run_1/m1.png
Bar = 20 um. Cells faint in the background.
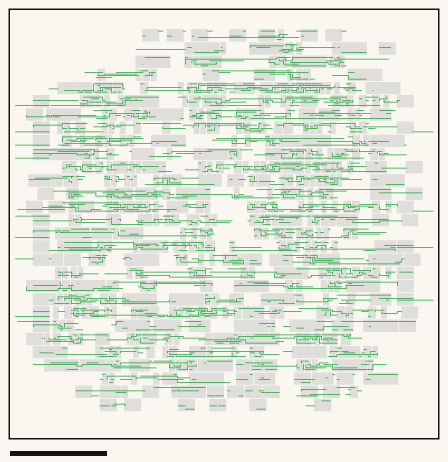
run_1/m2.png
Bar = 20 um. Cells faint in the background.
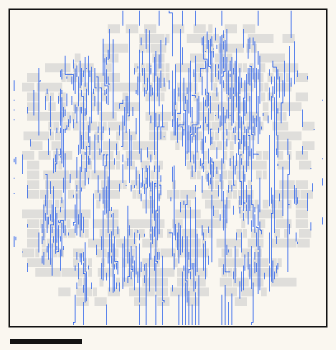
run_1/m3.png
Bar = 20 um. Cells faint in the background.
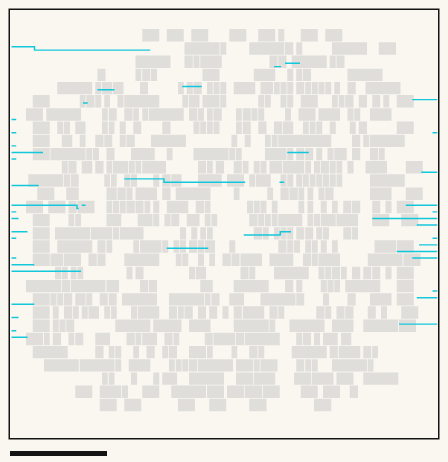
===== config.mk =====
export PLATFORM = sky130hd
export DESIGN_NAME = add2_window_acc_flat
export DESIGN_NICKNAME = d
export VERILOG_FILES = /design/src/rtl/add2_window_acc_if.sv /design/src/rtl/add2_window_acc.sv /design/src/flat_wrapper.sv
export SDC_FILE = /design/constraint.sdc
export NUM_CORES = 1
export LEC_CHECK = 0
export ABC_AREA = 1
export CAP_MARGIN = 20
export CORE_MARGIN = 3
export CORE_UTILIZATION = 45
export DETAILED_ROUTE_END_ITERATION = 8
export PLACE_DENSITY = 0.71
export SLEW_MARGIN = 20
export SYNTH_ARGS = -nofsm -noshare
export SYNTH_HDL_FRONTEND = slang
export SYNTH_SLANG_ARGS = --single-unit

===== constraint.sdc =====
create_clock -name clk -period 3.6 [get_ports clk]
set_clock_uncertainty 0.15 [all_clocks]
set_input_delay 0.72 -clock clk [delete_from_list [all_inputs] [get_ports clk]]
set_output_delay 0.72 -clock clk [all_outputs]
set_load 0.005 [all_outputs]

===== src/rtl/add2_window_acc_if.sv =====
// rtl/add2_window_acc_if.sv - sample-in / window-result-out handshake bundle for add2_window_acc
// slave is the accumulator side, master the surrounding producer/consumer.
interface add2_window_acc_if #(
  parameter int ACC_W = 16,
  parameter int CNT_W = 5
);
  logic             in_valid;
  logic             in_ready;
  logic [8:0]       in_add;
  logic [8:0]       in_sub;
  logic             flush;
  logic             out_valid;
  logic             out_ready;
  logic [ACC_W-1:0] sum_add;
  logic [ACC_W-1:0] sum_sub;
  logic [CNT_W-1:0] count;
  logic             ovf;

  modport slave (
    input  in_valid, in_add, in_sub, flush, out_ready,
    output in_ready, out_valid, sum_add, sum_sub, count, ovf
  );

  modport master (
    output in_valid, in_add, in_sub, flush, out_ready,
    input  in_ready, out_valid, sum_add, sum_sub, count, ovf
  );
endinterface


===== src/rtl/add2_window_acc.sv =====
// rtl/add2_window_acc.sv - windowed accumulator of add/sub results with flush and overflow flag
// ADD2_WINDOW_ACC_SAT_EN: clamp sums at their rails instead of wrapping.
module add2_window_acc #(
  parameter int WINDOW = 16,
  parameter int ACC_W  = 16
) (
  input  logic              clk,
  input  logic              rst,
  add2_window_acc_if.slave  bus
);
  localparam int CNT_W = $clog2(WINDOW) + 1;
  localparam logic [CNT_W-1:0] LP_WINDOW = CNT_W'(WINDOW);

  typedef enum logic [1:0] {S_IDLE, S_ACCUM, S_HOLD} state_t;

  state_t           r_state;
  logic             r_in_ready;
  logic             r_out_valid;
  logic [ACC_W-1:0] r_sum_add;
  logic [ACC_W-1:0] r_sum_sub;
  logic [CNT_W-1:0] r_count;
  logic             r_ovf;

  logic             w_accept;
  logic             w_close;
  logic [ACC_W-1:0] w_add_ext;
  logic [ACC_W-1:0] w_sub_ext;
  logic [ACC_W:0]   w_add_wide;
  logic [ACC_W:0]   w_sub_wide;
  logic             w_add_ovf;
  logic             w_sub_ovf;
  logic [ACC_W-1:0] w_add_next;
  logic [ACC_W-1:0] w_sub_next;
  logic [CNT_W-1:0] w_count_next;

  assign w_accept  = bus.in_valid && r_in_ready;
  assign w_add_ext = {{(ACC_W-9){1'b0}}, bus.in_add};
  assign w_sub_ext = {{(ACC_W-9){bus.in_sub[8]}}, bus.in_sub};

  // One extra bit: carry for the unsigned sum, true sign for the signed sum.
  assign w_add_wide = {1'b0, r_sum_add} + {1'b0, w_add_ext};
  assign w_sub_wide = {r_sum_sub[ACC_W-1], r_sum_sub} + {w_sub_ext[ACC_W-1], w_sub_ext};
  assign w_add_ovf  = w_add_wide[ACC_W];
  assign w_sub_ovf  = w_sub_wide[ACC_W] ^ w_sub_wide[ACC_W-1];

`ifdef ADD2_WINDOW_ACC_SAT_EN
  assign w_add_next = w_add_ovf ? {ACC_W{1'b1}} : w_add_wide[ACC_W-1:0];
  assign w_sub_next = !w_sub_ovf        ? w_sub_wide[ACC_W-1:0] :
                      w_sub_wide[ACC_W] ? {1'b1, {(ACC_W-1){1'b0}}} :
                                          {1'b0, {(ACC_W-1){1'b1}}};
`else
  assign w_add_next = w_add_wide[ACC_W-1:0];
  assign w_sub_next = w_sub_wide[ACC_W-1:0];
`endif

  assign w_count_next = r_count + CNT_W'(1);

  // A flush with a same-cycle accept closes a window that includes that sample.
  assign w_close = (r_state != S_HOLD) &&
                   ((w_accept && (w_count_next == LP_WINDOW)) ||
                    (bus.flush && (w_accept || (r_count != '0))));

  always_ff @(posedge clk) begin
    if (rst) begin
      r_state     <= S_IDLE;
      r_in_ready  <= 1'b0;
      r_out_valid <= 1'b0;
      r_sum_add   <= '0;
      r_sum_sub   <= '0;
      r_count     <= '0;
      r_ovf       <= 1'b0;
    end else begin
      case (r_state)
        S_IDLE, S_ACCUM: begin
          r_in_ready <= 1'b1;
          if (w_accept) begin
            r_sum_add <= w_add_next;
            r_sum_sub <= w_sub_next;
            r_count   <= w_count_next;
            r_ovf     <= r_ovf | w_add_ovf | w_sub_ovf;
            r_state   <= S_ACCUM;
          end
          if (w_close) begin
            r_state     <= S_HOLD;
            r_out_valid <= 1'b1;
            r_in_ready  <= 1'b0;
          end
        end
        S_HOLD: begin
          if (bus.out_ready) begin
            r_state     <= S_IDLE;
            r_out_valid <= 1'b0;
            r_in_ready  <= 1'b1;
            r_sum_add   <= '0;
            r_sum_sub   <= '0;
            r_count     <= '0;
            r_ovf       <= 1'b0;
          end
        end
        default: begin
          r_state <= S_IDLE;
        end
      endcase
    end
  end

  assign bus.in_ready  = r_in_ready;
  assign bus.out_valid = r_out_valid;
  assign bus.sum_add   = r_sum_add;
  assign bus.sum_sub   = r_sum_sub;
  assign bus.count     = r_count;
  assign bus.ovf       = r_ovf;
endmodule


===== src/flat_wrapper.sv =====
// flat-port wrapper written by rule: the top's interface ports become plain ports
module add2_window_acc_flat 
#(
  parameter int WINDOW = 16,
  parameter int ACC_W  = 16
)
  (clk, rst, bus_in_valid, bus_in_add, bus_in_sub, bus_flush, bus_out_ready, bus_in_ready, bus_out_valid, bus_sum_add, bus_sum_sub, bus_count, bus_ovf);
  add2_window_acc_if #(.ACC_W(ACC_W), .CNT_W(3)) bus_i ();
  input  logic clk;
  input  logic rst;
  input wire logic [$bits(bus_i.in_valid)-1:0] bus_in_valid;
  input wire logic [$bits(bus_i.in_add)-1:0] bus_in_add;
  input wire logic [$bits(bus_i.in_sub)-1:0] bus_in_sub;
  input wire logic [$bits(bus_i.flush)-1:0] bus_flush;
  input wire logic [$bits(bus_i.out_ready)-1:0] bus_out_ready;
  output wire logic [$bits(bus_i.in_ready)-1:0] bus_in_ready;
  output wire logic [$bits(bus_i.out_valid)-1:0] bus_out_valid;
  output wire logic [$bits(bus_i.sum_add)-1:0] bus_sum_add;
  output wire logic [$bits(bus_i.sum_sub)-1:0] bus_sum_sub;
  output wire logic [$bits(bus_i.count)-1:0] bus_count;
  output wire logic [$bits(bus_i.ovf)-1:0] bus_ovf;
  assign bus_i.in_valid = bus_in_valid;
  assign bus_i.in_add = bus_in_add;
  assign bus_i.in_sub = bus_in_sub;
  assign bus_i.flush = bus_flush;
  assign bus_i.out_ready = bus_out_ready;
  assign bus_in_ready = bus_i.in_ready;
  assign bus_out_valid = bus_i.out_valid;
  assign bus_sum_add = bus_i.sum_add;
  assign bus_sum_sub = bus_i.sum_sub;
  assign bus_count = bus_i.count;
  assign bus_ovf = bus_i.ovf;
  add2_window_acc #(.WINDOW(WINDOW), .ACC_W(ACC_W)) u_core (.clk(clk), .rst(rst), .bus(bus_i));
endmodule

==> reports/metrics.csv, run 1 <==
stage;metric;value;unit
power;fraction of power spent switching nets;0.3137;
cts;number of levels the H-tree was split into;2;
power;part of the total power dissipated in the clock network;0.308;
placement;number of buffers inserted by port buffering;60;
synthesis;Synth Net Count;518;
power;share of power burned in registers;0.409;
cts;clock slew seen by the registers of the worst setup and hold paths;80;ps
cts;Clock Latency Late Sink;290;ps
run;number of maximum-capacitance violations;0;
sta;maximum frequency from static timing analysis;374.0;MHz
power;portion of total power attributed to combinational logic;0.283;
route;DR DRC count;0;
final_layout;dominant logic cell type in the layout;sky130_fd_sc_hd__nand2_1;
sta;setup violation total in the final timing report;0;
route;Via density;5.097;
cts;clock buffer count from CTS;5;
worst_hold_path;Tightest Hold Check Type;reg -> reg;
synthesis;number of synthesized register bits;42;
floorplanning;row count;29;
final_layout;share of post-route cells with drive strength above 1;0.05182;
sta;setup repair after global routing missed its margin;false;
final_layout;commonest non-fill, non-tap cells in the layout;sky130_fd_sc_hd__nand2_1 (147), sky130_fd_sc_hd__a21oi_1 (67), sky130_fd_sc_hd__clkdlybuf4s50_1 (60);
floorplanning;Die Area;7773;um^2
route;vias after detailed routing;3048;
sta;crit share post-route;0.7428;
placement;gpl congestion;0.8817;
outcome;status;finished, final reports clean;
floorplanning;placeable core region;6459;um^2
global_routing;wire length of the first global-routing pass;12720;um
placement;total half-perimeter wirelength after legalization and detailed placement;5583;um
setup_path;data required time of the critical path;3620;ps
sta;worst hold-check slack;308.3;ps
setup_path;Worst setup EP type;register;
power;power per cell area;334.6;nW/um^2
route;aggregate routed wire length;7381;um
cts;Setup Fix Bufs, Post-CTS;0;
setup_path;Reg2Reg Setup Slack;1550;ps
route;WL/cell;12.34;um
power;internal power summed over all cells;0.8672;mW
synthesis;sequential-to-total area share from yosys stat;0.2768;
placement;number of placed instances, taps included;591;
sta;final critical delay including setup and external delays;2674;ps
run;number of warnings the tools reported;28;
cts;total of hold buffers inserted after clock tree synthesis;0;
## Picture notes: m1.png
main direction: horizontal
nets with wire on the layer: 528
longest straight run: 26.2 um
wire length on this layer: 3590 um

## Picture notes: m2.png
longest straight run: 37.7 um
nets with wire on the layer: 444
wire length on this layer: 3520 um
main direction: vertical
share of all routed wire: 48%

## Picture notes: m3.png
nets with wire on the layer: 41
main direction: horizontal
share of all routed wire: 2.9%

==> run 1: path summary, 6_finish.rpt <==
path                                           start                                  end  depth (start not counted)
hold reg to reg          u_core.bus.ovf$_SDFFE_PP0P_          u_core.bus.ovf$_SDFFE_PP0P_                          2
setup reg to reg  u_core.bus.sum_sub[0]$_SDFFE_PP0P_          u_core.bus.ovf$_SDFFE_PP0P_                         11
setup / recovery                       bus_in_sub[8]  u_core.bus.sum_sub[15]$_SDFFE_PP0P_                         11
hold / removal           u_core.bus.ovf$_SDFFE_PP0P_          u_core.bus.ovf$_SDFFE_PP0P_                          2
==> run 1: power groups by stage <==
stage | clock [mW] | sequential, mW | combinational [mW]
2_1_floorplan | 0 | 0.526 | 0.238
4_1_cts | 0.401 | 0.518 | 0.359
5_1_grt | 0.415 | 0.522 | 0.407
6_report | 0.389 | 0.517 | 0.357
3_3_place_gp | 0 | 0.528 | 0.353
3_5_place_dp | 0 | 0.529 | 0.357
==> run 1: synth_stat cells (all sizes together) <==
cell type	n
ha	28
a21oi	70
a21o	1
clkbuf	3
buf	10
xor2	3
fa	2
nand3b	3
nand3	29
xnor2	2
inv	49
o21ai	20
nand2	150
or2	3
o21bai	2
nor2	34
nand4	3
nor3	6
dfxtp	42
a31oi	5
==> run 1: critical path, cell delays in order <==
cell and delay [ps]:
sky130_fd_sc_hd__clkdlybuf4s50_1 690, sky130_fd_sc_hd__ha_1 350, sky130_fd_sc_hd__a21oi_1 190, sky130_fd_sc_hd__nand2_1 120, sky130_fd_sc_hd__nand2_1 80, sky130_fd_sc_hd__nand2_1 60
sky130_fd_sc_hd__inv_1 50, sky130_fd_sc_hd__nand2_1 80, sky130_fd_sc_hd__or2_1 220, sky130_fd_sc_hd__nand3_1 70, sky130_fd_sc_hd__a21oi_1 60
==> run 1: per-layer routing <==
| layer | GRT usage | share of wire |
|---|---|---|
| met3 | 0.03387 | 0.029 |
| met4 | 0.05357 | 0.0075 |
| met1 | 0.2634 | 0.49 |
| met5 | 0 | 0 |
| met2 | 0.3426 | 0.48 |
==> run 1: state kept, by name, indices dropped and copies added, names as in the netlist <==
| name | count |
|---|---|
| u_core.bus.sum_add | 16 |
| u_core.bus.sum_sub | 16 |
| u_core.r_count | 5 |
| u_core.r_state | 2 |
| u_core.bus.in_ready | 1 |
| u_core.bus.out_valid | 1 |
| u_core.bus.ovf | 1 |
==> run 1: per-stage QoR <==
stage / area [um^2] / setup slack [ps]
after detailed placement: 3664 / 635.6
after CTS: 3776 / 940.8
final: 3776 / 925.9
after global routing: 3776 / 750.3
after global placement: 3664 / 677.0
after floorplan: 3038 / 1389
==> run 1: kinds of logic after synthesis <==
logic type,after synthesis,share of synthesized area
DFF,42,0.2768
adders and majority gates,30,0.1285
AOI/OAI and AO/OA,98,0.1734
and+or+nand+nor,228,0.3155
xor gates and xnor gates,5,0.01689
buffers and inverters,62,0.08896
==> run 1: layout make-up <==
type	instances	area [um^2]
Sequential cell	42	840.8
Inverter	49	183.9
Fill cell	650	2683
Clock inverter	1	30.03
Clock buffer	6	82.58
Timing Repair Buffer	62	615.6
Multi-Input combinational cell	361	1927
Tap cell	77	96.34
run_1/congestion_map.png
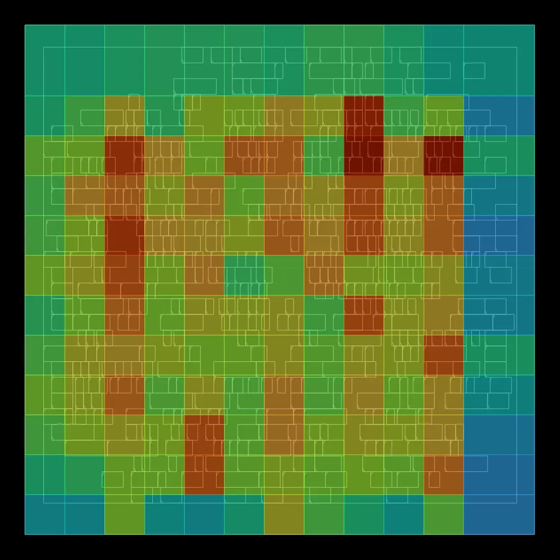

## Run 2: what changed since run 1
==> constraint.sdc (replaced) <==
create_clock -name clk -period 2.6 [get_ports clk]
set_clock_uncertainty 0.15 [all_clocks]
set_input_delay 0.52 -clock clk [delete_from_list [all_inputs] [get_ports clk]]
set_output_delay 0.52 -clock clk [all_outputs]
set_load 0.005 [all_outputs]
run_2/congestion_map.png
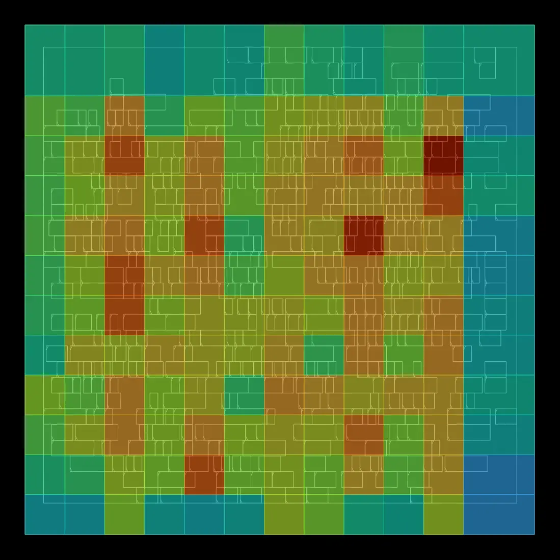
final core utilization: 0.5897
met2 track demand over resource in global routing: 0.3583
WL/cell: 12.22 um
met1 GRT Util: 0.2581
busiest layer in global routing: met2

==> run 2 against run 1 <==
  * Area after synthesis unchanged
  * Clock power increased by 18%
  * Via count increased by 1.1%
  * Critical endpoint is now u_core.bus.ovf$_SDFFE_PP0P_
  * Largest cell class unchanged
  * Highest routed layer unchanged
==> reports/metrics.csv, run 2 <==
stage;metric;value;unit
final_layout;design area;3809;um^2
power;power per cell area;442.1;nW/um^2
cts;Clock Latency Late Sink;290;ps
sta;setup repair after global routing missed its margin;false;
final_layout;Comb gate area;1927;um^2
placement;dpl ws;-9.771;ps
route;Via density;5.103;
sta;maximum frequency from static timing analysis;433.5;MHz
outcome;status;finished, final reports clean;
worst_hold_path;number of cells traversed by the worst hold path;2;
placement;number of buffers inserted by port buffering;60;
synthesis;async set-reset flop share out of synthesis;0;
final_layout;register area;840.8;um^2
run;number of warnings the tools reported;28;
floorplanning;Die Area;7773;um^2
placement;total half-perimeter wirelength after legalization and detailed placement;5597;um
worst_hold_path;Tightest Hold Check Type;reg -> reg;
setup_path;count of cells along the worst register-to-register path;11;
global_routing;wire length of the first global-routing pass;12850;um
run;number of maximum-capacitance violations;0;
setup_path;data required time of the critical path;2680;ps
synthesis;number of synthesized register bits;42;
setup_path;launch point of the worst reg-to-reg path;u_core.bus.sum_sub[0]$_SDFFE_PP0P_;
cts;clock slew seen by the registers of the worst setup and hold paths;90;ps
setup_path;Crit Reg-Reg Endpoint;u_core.bus.sum_sub[14]$_SDFFE_PP0P_;
setup_path;Worst setup EP type;register;
cts;number of levels the H-tree was split into;2;
floorplanning;row count;29;
sta;final critical delay including setup and external delays;2307;ps
cts;clock buffer count from CTS;5;
setup_path;Reg2Reg Setup Slack;570;ps
sta;worst hold-check slack;320.5;ps
synthesis;flip-flops with a built-in enable;0;
synthesis;cell with the most instances after synthesis;sky130_fd_sc_hd__nand2_1;
placement;Cell Area, Placed;3714;um^2
worst_hold_path;sink of the worst hold path;u_core.bus.ovf$_SDFFE_PP0P_;
final_layout;dominant logic cell type in the layout;sky130_fd_sc_hd__nand2_1;
sta;Final WS setup;293.3;ps
cts;Setup Fix Bufs, Post-CTS;0;
route;vias after detailed routing;3082;
run_2/m2.png
Bar = 20 um. Cells faint in the background.
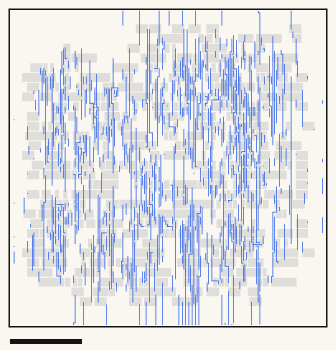
share of all routed wire: 49%
nets with wire on the layer: 438
wire length on this layer: 3600 um
longest straight run: 46.6 um

-- run 2: cell count changes in the layout (fill, tap and decap cells not counted) --
cell / before / now
sky130_fd_sc_hd__buf_4: 2 / 6
sky130_fd_sc_hd__buf_12: 0 / 1
sky130_fd_sc_hd__bufinv_16: 1 / 0
sky130_fd_sc_hd__clkinv_2: 0 / 1
sky130_fd_sc_hd__clkinvlp_4: 0 / 1
-- run 2: worst max-delay path, stage by stage --
cell and delay, ps:
sky130_fd_sc_hd__clkdlybuf4s50_1 400, sky130_fd_sc_hd__buf_4 180, sky130_fd_sc_hd__ha_1 360, sky130_fd_sc_hd__nand2_1 90, sky130_fd_sc_hd__inv_1 70, sky130_fd_sc_hd__nand2_1 100, sky130_fd_sc_hd__nor3_2 200, sky130_fd_sc_hd__nand2_1 80
sky130_fd_sc_hd__nand2_1 100, sky130_fd_sc_hd__nand2_1 60, sky130_fd_sc_hd__nand3_1 80, sky130_fd_sc_hd__nand2_1 50, sky130_fd_sc_hd__a21oi_1 110
-- run 2: per-layer routing --
metal,part of all wire,global-route usage,wire (um)
met1,0.46,0.2581,3392
met4,0.0068,0.03571,50
met2,0.49,0.3583,3604
met5,0,0,0
met3,0.046,0.04045,336
-- run 2: worst max-delay path by stage --
stage | cells after the start | startpoint | to | slack [ps]
floorplan | 11 | bus_in_sub[0] | u_core.bus.ovf$_SDFFE_PP0P_ | 590
global placement | 11 | bus_in_add[0] | u_core.bus.ovf$_SDFFE_PP0P_ | -5
detailed placement | 11 | bus_in_add[0] | u_core.bus.ovf$_SDFFE_PP0P_ | -10
CTS | 12 | bus_in_sub[0] | u_core.bus.sum_sub[14]$_SDFFE_PP0P_ | 310
global route | 10 | bus_in_add[0] | u_core.bus.sum_add[8]$_SDFFE_PP0P_ | 80
finish | 13 | bus_in_sub[8] | u_core.bus.ovf$_SDFFE_PP0P_ | 290
-- run 2: kinds of logic after synthesis --
group | synth area share
and+or+nand+nor | 0.3155
AOI/OAI and AO/OA | 0.1734
buffers and inverters | 0.08896
DFF | 0.2768
adders and majority gates | 0.1285
xor gates and xnor gates | 0.01689
-- run 2: power by group --
part	leakage (nW)	internal, mW	switching [mW]
Sequential	0.342	0.681	0.0349
Combinational	1.35	0.227	0.283
Clock	0.0472	0.214	0.244
-- run 2: cell type report --
type                       instances  area share
clock buffer                       6     0.02168
tap                               77     0.02530
multi-input combinational        361      0.5059
sequential                        42      0.2208
clock inverter                     2    0.003285
inverter                          49     0.04829
timing repair buffer              67      0.1748
-- run 2: per-stage QoR --
step                setup TNS (ps)    util
floorplan                        0       -
global route                     0  0.5897
detailed placement          -11.55  0.5750
finish                           0  0.5897
CTS                              0  0.5897
global placement            -5.030  0.5750
Power and IR drop assume default switching activity.
